Fig. 1: clock routing
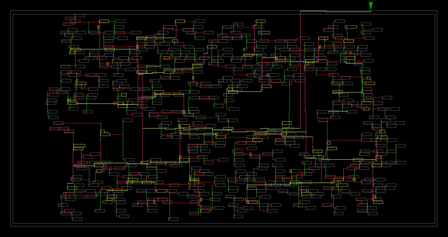
Fig. 2: register map, names as in the netlist
Scale bar: 100 um. Other sequential cells in the stronger gray, the rest of the logic in the fainter gray.
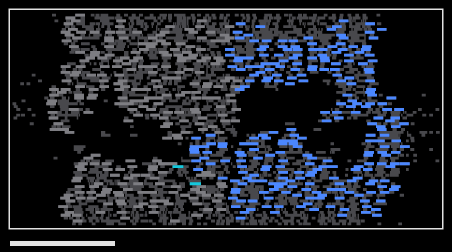
`config.mk`:
```
export PLATFORM = sky130hd
export DESIGN_NAME = fft2d_output_router
export DESIGN_NICKNAME = d
export VERILOG_FILES = /design/src/rtl/fft2d_output_router.sv
export SDC_FILE = /design/constraint.sdc
export NUM_CORES = 1
export LEC_CHECK = 0
export CORE_ASPECT_RATIO = 0.5
export CORE_MARGIN = 2
export CORE_UTILIZATION = 33
export CTS_BUF_LIST = sky130_fd_sc_hd__clkbuf_8 sky130_fd_sc_hd__clkbuf_16
export DETAILED_ROUTE_END_ITERATION = 7
export PLACE_DENSITY = 0.64
export SLEW_MARGIN = 10
export SYNTH_ARGS = -nofsm -noshare
export SYNTH_HDL_FRONTEND = slang
export SYNTH_SLANG_ARGS = --single-unit
```
`constraint.sdc`:
```
create_clock -name clk -period 22.1 [get_ports clk]
set_input_delay 2.21 -clock clk [delete_from_list [all_inputs] [get_ports clk]]
set_output_delay 2.21 -clock clk [all_outputs]
set_load 0.01 [all_outputs]
```
`src/rtl/fft2d_output_router.sv`:
```
`default_nettype none
// ============================================================================
// Module   : fft2d_output_router
// Brief    : N-generic buffered router at the 1-D FFT core output. It returns
//            rows transposed for the column pass and emits the final matrix.
// Revision : 1.0
// ============================================================================
module fft2d_output_router #(
  parameter int N = 4,
  parameter int W = 16
) (
  input  logic           clk,
  input  logic           reset,
  input  logic           mode_2d,
  input  logic           in_valid,
  output logic           in_ready,
  input  logic [N*W-1:0] in_r,
  input  logic [N*W-1:0] in_i,
  output logic           rt_valid,
  input  logic           rt_ready,
  output logic [N*W-1:0] rt_r,
  output logic [N*W-1:0] rt_i,
  output logic           out_valid,
  input  logic           out_ready,
  output logic [N*W-1:0] out_r,
  output logic [N*W-1:0] out_i,
  output logic           busy
);

  localparam int                 c_cnt_w = $clog2(N);
  localparam logic [c_cnt_w-1:0] c_last  = c_cnt_w'(N - 1);

  typedef enum logic [1:0] {
    CAP0 = 2'd0,
    RET  = 2'd1,
    CAP1 = 2'd2,
    OUT  = 2'd3
  } state_t;

  state_t               r_state;
  logic [c_cnt_w-1:0]   r_cnt;
  logic                 r_mode;
  logic [W-1:0]         r_buf_r [N][N];
  logic [W-1:0]         r_buf_i [N][N];

  logic                 w_in_fire;
  logic                 w_last;

  // Handshake flags decode only from the state register, never from ready.
  assign in_ready  = (r_state == CAP0) || (r_state == CAP1);
  assign rt_valid  = (r_state == RET);
  assign out_valid = (r_state == OUT);
  assign busy      = (r_state != CAP0) || (r_cnt != '0);

  assign w_in_fire = in_valid & in_ready;
  assign w_last    = (r_cnt == c_last);

  // Return path reads column r_cnt; the output path reads a column after a
  // 2-D frame (undoing the transpose) or row r_cnt after a 1-D frame.
  generate
    for (genvar k = 0; k < N; k++) begin : g_lane
      assign rt_r[k*W +: W]  = r_buf_r[k][r_cnt];
      assign rt_i[k*W +: W]  = r_buf_i[k][r_cnt];
      assign out_r[k*W +: W] = r_mode ? r_buf_r[k][r_cnt] : r_buf_r[r_cnt][k];
      assign out_i[k*W +: W] = r_mode ? r_buf_i[k][r_cnt] : r_buf_i[r_cnt][k];
    end
  endgenerate

  always_ff @(posedge clk or posedge reset) begin
    if (reset) begin
      r_state <= CAP0;
      r_cnt   <= '0;
      r_mode  <= 1'b1;
      for (int r = 0; r < N; r++) begin
        for (int c = 0; c < N; c++) begin
          r_buf_r[r][c] <= '0;
          r_buf_i[r][c] <= '0;
        end
      end
    end else begin
      if (w_in_fire) begin
        for (int k = 0; k < N; k++) begin
          r_buf_r[r_cnt][k] <= in_r[k*W +: W];
          r_buf_i[r_cnt][k] <= in_i[k*W +: W];
        end
      end

      case (r_state)
        CAP0: begin
          if (w_in_fire) begin
            if (r_cnt == '0) begin
              r_mode <= mode_2d;
            end
            // N >= 2, so the frame mode is already latched on the last row.
            if (w_last) begin
              r_cnt   <= '0;
              r_state <= r_mode ? RET : OUT;
            end else begin
              r_cnt <= r_cnt + 1'b1;
            end
          end
        end
        RET: begin
          if (rt_ready) begin
            if (w_last) begin
              r_cnt   <= '0;
              r_state <= CAP1;
            end else begin
              r_cnt <= r_cnt + 1'b1;
            end
          end
        end
        CAP1: begin
          if (w_in_fire) begin
            if (w_last) begin
              r_cnt   <= '0;
              r_state <= OUT;
            end else begin
              r_cnt <= r_cnt + 1'b1;
            end
          end
        end
        OUT: begin
          if (out_ready) begin
            if (w_last) begin
              r_cnt   <= '0;
              r_state <= CAP0;
            end else begin
              r_cnt <= r_cnt + 1'b1;
            end
          end
        end
        default: begin
          r_state <= CAP0;
          r_cnt   <= '0;
        end
      endcase
    end
  end

endmodule
`default_nettype wire

```
==> flow_summary_export.csv <==
group,metric,value,unit
cts,postCtsSetupRepairBufs,0,
global_routing,met1_usage,0.209,
setup_path,path_class,"flop to primary output",
synth,logic_family,"multiplexers",
power,p_leak,13.6,nW
placement,dp.final_hpwl,49100,um
synth,synth_cell_types,23,
die,chipWidth,411,um
drt,ant_nets,0,
setup_path,cp_max_fo,122,
final_timing,hold_viol_final,0,
drt,viasPerCell,5.12,
global_routing,top_usage_layer,"met2",
final_layout,fin_cells,3330,
cts,cts_buffers,53,
die,die_area,85300,um2
die,core-area,81800,um2
final_timing,post-route-min-period,6.81,ns
drt,post_drt_wl_per_cell,21.8,um
final_layout,layout_top_cell,"mux2_2",
cts,cts-hold-fix-buffers,0,
synth,synthFlopType,"dfrtp_1",
setup_path,required,19.89,ns
synth,async_flop_share,1.00,
cts,root_buffer,"clkbuf_16",
power,p_total,6.52,mW
global_routing,antenna_found_initial,6,
synth,fp_nets,1993,
worst_hold_path,worstHoldStart,"r_buf_i[176]",
setup_path,crit_path_end_kind,"primary output",
placement,gp_congestion,0.794,
global_routing,grt_max_degree,151,
global_routing,grt_pass1_wl,114000,um
final_timing,rsz0062_at_grt,"false",
power,vdd_drop_max,0.0840,mV
cts,cts_resized,0,
synth,ys_sh_xor,0,
cts,clkTransAtPathRegs,0.07,ns
synth,syn_inst,1851,
synth,yosys_warnings,0,
outcome,status,"complete, no violations",
placement,dp.cells,3225,
global_routing,grtUsageMet3,0.0247,
run,maxCapViolCount,0,
global_routing,gr-total-overflow,0,
synth,ys_seq_share,0.473,
die,rows,74,
synth,ys_seq_elements,517,
die,fp_util,0.334,
run,warnings,40,
setup_path,worstPathArrival,4.60,ns
setup_path,setup.worst_path.start,"r_cnt[0]",
synth,ys_sh_mux,0.424,
drt,drt_iter0_drc,902,
drt,first_pass_iters,5,
global_routing,grt_pass1_vias,18400,
cts,htreeDepth,2,
final_timing,setup_violations,0,
placement,numPortBuffers,393,
final_layout,num-nets-final,2320,
synth,postSynthAreaPerCell,14.8,um2
worst_hold_path,hold_path.class,"flop to flop",
final_layout,n_fill_cell,7596,
final_layout,syn_to_final_growth,23.0,%
cts,cts_tree,"built",
cts,clock_sinks,517,
synth,synthAoiAreaFrac,0.00178,
synth,synth_area,27300,um2
final_layout,final_layout_top_logic_cells,"515 x mux2_2, 514 x dfrtp_1, 393 x clkdlybuf4s50_1, 387 x nor2_1, 256 x mux4_2",
cts,cts_max_path_buffers,3,
setup_path,regToRegSetupSlack,17.39,ns
synth,synth-edff-count,0,
synth,synth-simple-area-share,0.0549,
final_timing,maxSlewViolCount,0,
final_timing,fin_crit_sh,0.308,
drt,drc_errors,0,
final_layout,drive_above_1_share,0.397,
global_routing,grt_util_met2,0.307,
synth,ys_cells,1851,
drt,wl,72500,um
cts,clock_latency,0.62,ns
final_timing,tightest_slew,1.07,ns
die,ioPinCount,394,
setup_path,r2r-start,"r_cnt[0]",
setup_path,startpoint_type,"flop",
synth,yosys-stat-area,27300,um2
drt,vias,17000,
global_routing,track_usage,0.171,
final_timing,fin_setup_tns,0,ns
final_timing,slew_headroom,0.285,
synth,adder_share,0.00366,
die,fp.dieH,208,um
power,p_per_area,194,nW/um2
final_timing,fmax,147,MHz
## Picture notes: Fig. 1
flop count: 517
clock skew: 0.0228 ns

## Picture notes: Fig. 2
legend:
  cyan:
    netlist_name: r_cnt
    sequential_cells: 2
  blue:
    netlist_name: r_buf_r
    sequential_cells: 256
not colored: 259
sequential cell area share: 0.385
FF/Latch Area: 12,900 um2
Core Util, Final: 0.411
Seq. pwr: 1.88 mW

where the power goes:
group          switching, mW  internal [mW]  total (mW)  leakage (nW)
sequential             0.441           1.44        1.88          6.18
combinational           1.51           2.18        3.69          6.49
clock                  0.392          0.555       0.947         0.977
path summary, 6_finish.rpt:
| check | endpoint | cells after the start |
|---|---|---|
| max | out_i[48] | 6 |
| min | r_buf_i[176] | 1 |
| max reg2reg | r_buf_r[90] | 7 |
| min reg2reg | r_buf_i[176] | 1 |
| max in group asynchronous | r_cnt[1] | 5 |
| min in group asynchronous | r_buf_r[245] | 2 |
critical path: stages, from the launching register on:
cell and delay, ns:
dfrtp_4 0.94, buf_4 0.81, buf_12 0.55, mux4_2 0.62, nor2_1 0.10, nor2_1 0.06, clkdlybuf4s50_1 0.56
cells in the mapped netlist, types with 2 or more instances:
| master | n | share of area |
|---|---|---|
| buf_2 | 19 | 0.0035 |
| clkbuf_1 | 26 | 0.0036 |
| mux4_2 | 256 | 0.21 |
| ha_1 | 8 | 0.0037 |
| nand2b_1 | 2 | 0.00046 |
| nand3_1 | 2 | 0.00037 |
| buf_6 | 59 | 0.024 |
| nand2_1 | 5 | 0.00069 |
| buf_1 | 2 | 0.00027 |
| nor2_1 | 387 | 0.053 |
| mux2i_1 | 2 | 0.00073 |
| buf_4 | 37 | 0.010 |
| mux2_2 | 515 | 0.21 |
| inv_1 | 7 | 0.00096 |
| dfrtp_1 | 516 | 0.47 |
metrics by stage:
stage / hold slack (ns) / setup WS, ns / cell area, um2
6_report: 0.524 / 15.29 / 33600
5_1_grt: 0.540 / 14.85 / 33600
4_1_cts: 0.525 / 15.17 / 33600
3_5_place_dp: 0.511 / 15.86 / 31800
3_3_place_gp: 0.502 / 15.88 / 31800
2_1_floorplan: 0.491 / 5.45 / 27300
cell families (layout without fill, tap and decap cells):
logic type                 count (synthesis)  after routing
muxes                                    773            773
other                                      0              5
DFF                                      517            517
buffers and inverters                    150            522
AOI/OAI and AO/OA                          6              6
adders and majority gates                  8              8
and+or+nand+nor                          397            397
area by class of cell:
| cell class | count | area (um2) | area share |
|---|---|---|---|
| clock inverter | 31 | 273 | 0.00811 |
| sequential | 517 | 12900 | 0.385 |
| tap | 1102 | 1380 | 0.0410 |
| antenna | 5 | 12.5 | 0.000372 |
| timing repair buffer | 415 | 4140 | 0.123 |
| inverter | 7 | 36.3 | 0.00108 |
| multi-input combinational | 1184 | 13300 | 0.395 |
| clock buffer | 69 | 1570 | 0.0467 |
registers in the layout, indices dropped and copies added, names as in the netlist:
signal / flops
r_buf_i: 256
r_state: 2
r_buf_r: 256
r_cnt: 2
r_mode: 1
routing by layer:
layer  vias up  share of wire
met5         -        0.00018
met4         2          0.029
met3       111          0.030
met2       273           0.54
met1      9130           0.40
li1       7525              -
Power is estimated from default activity; no workload was simulated.
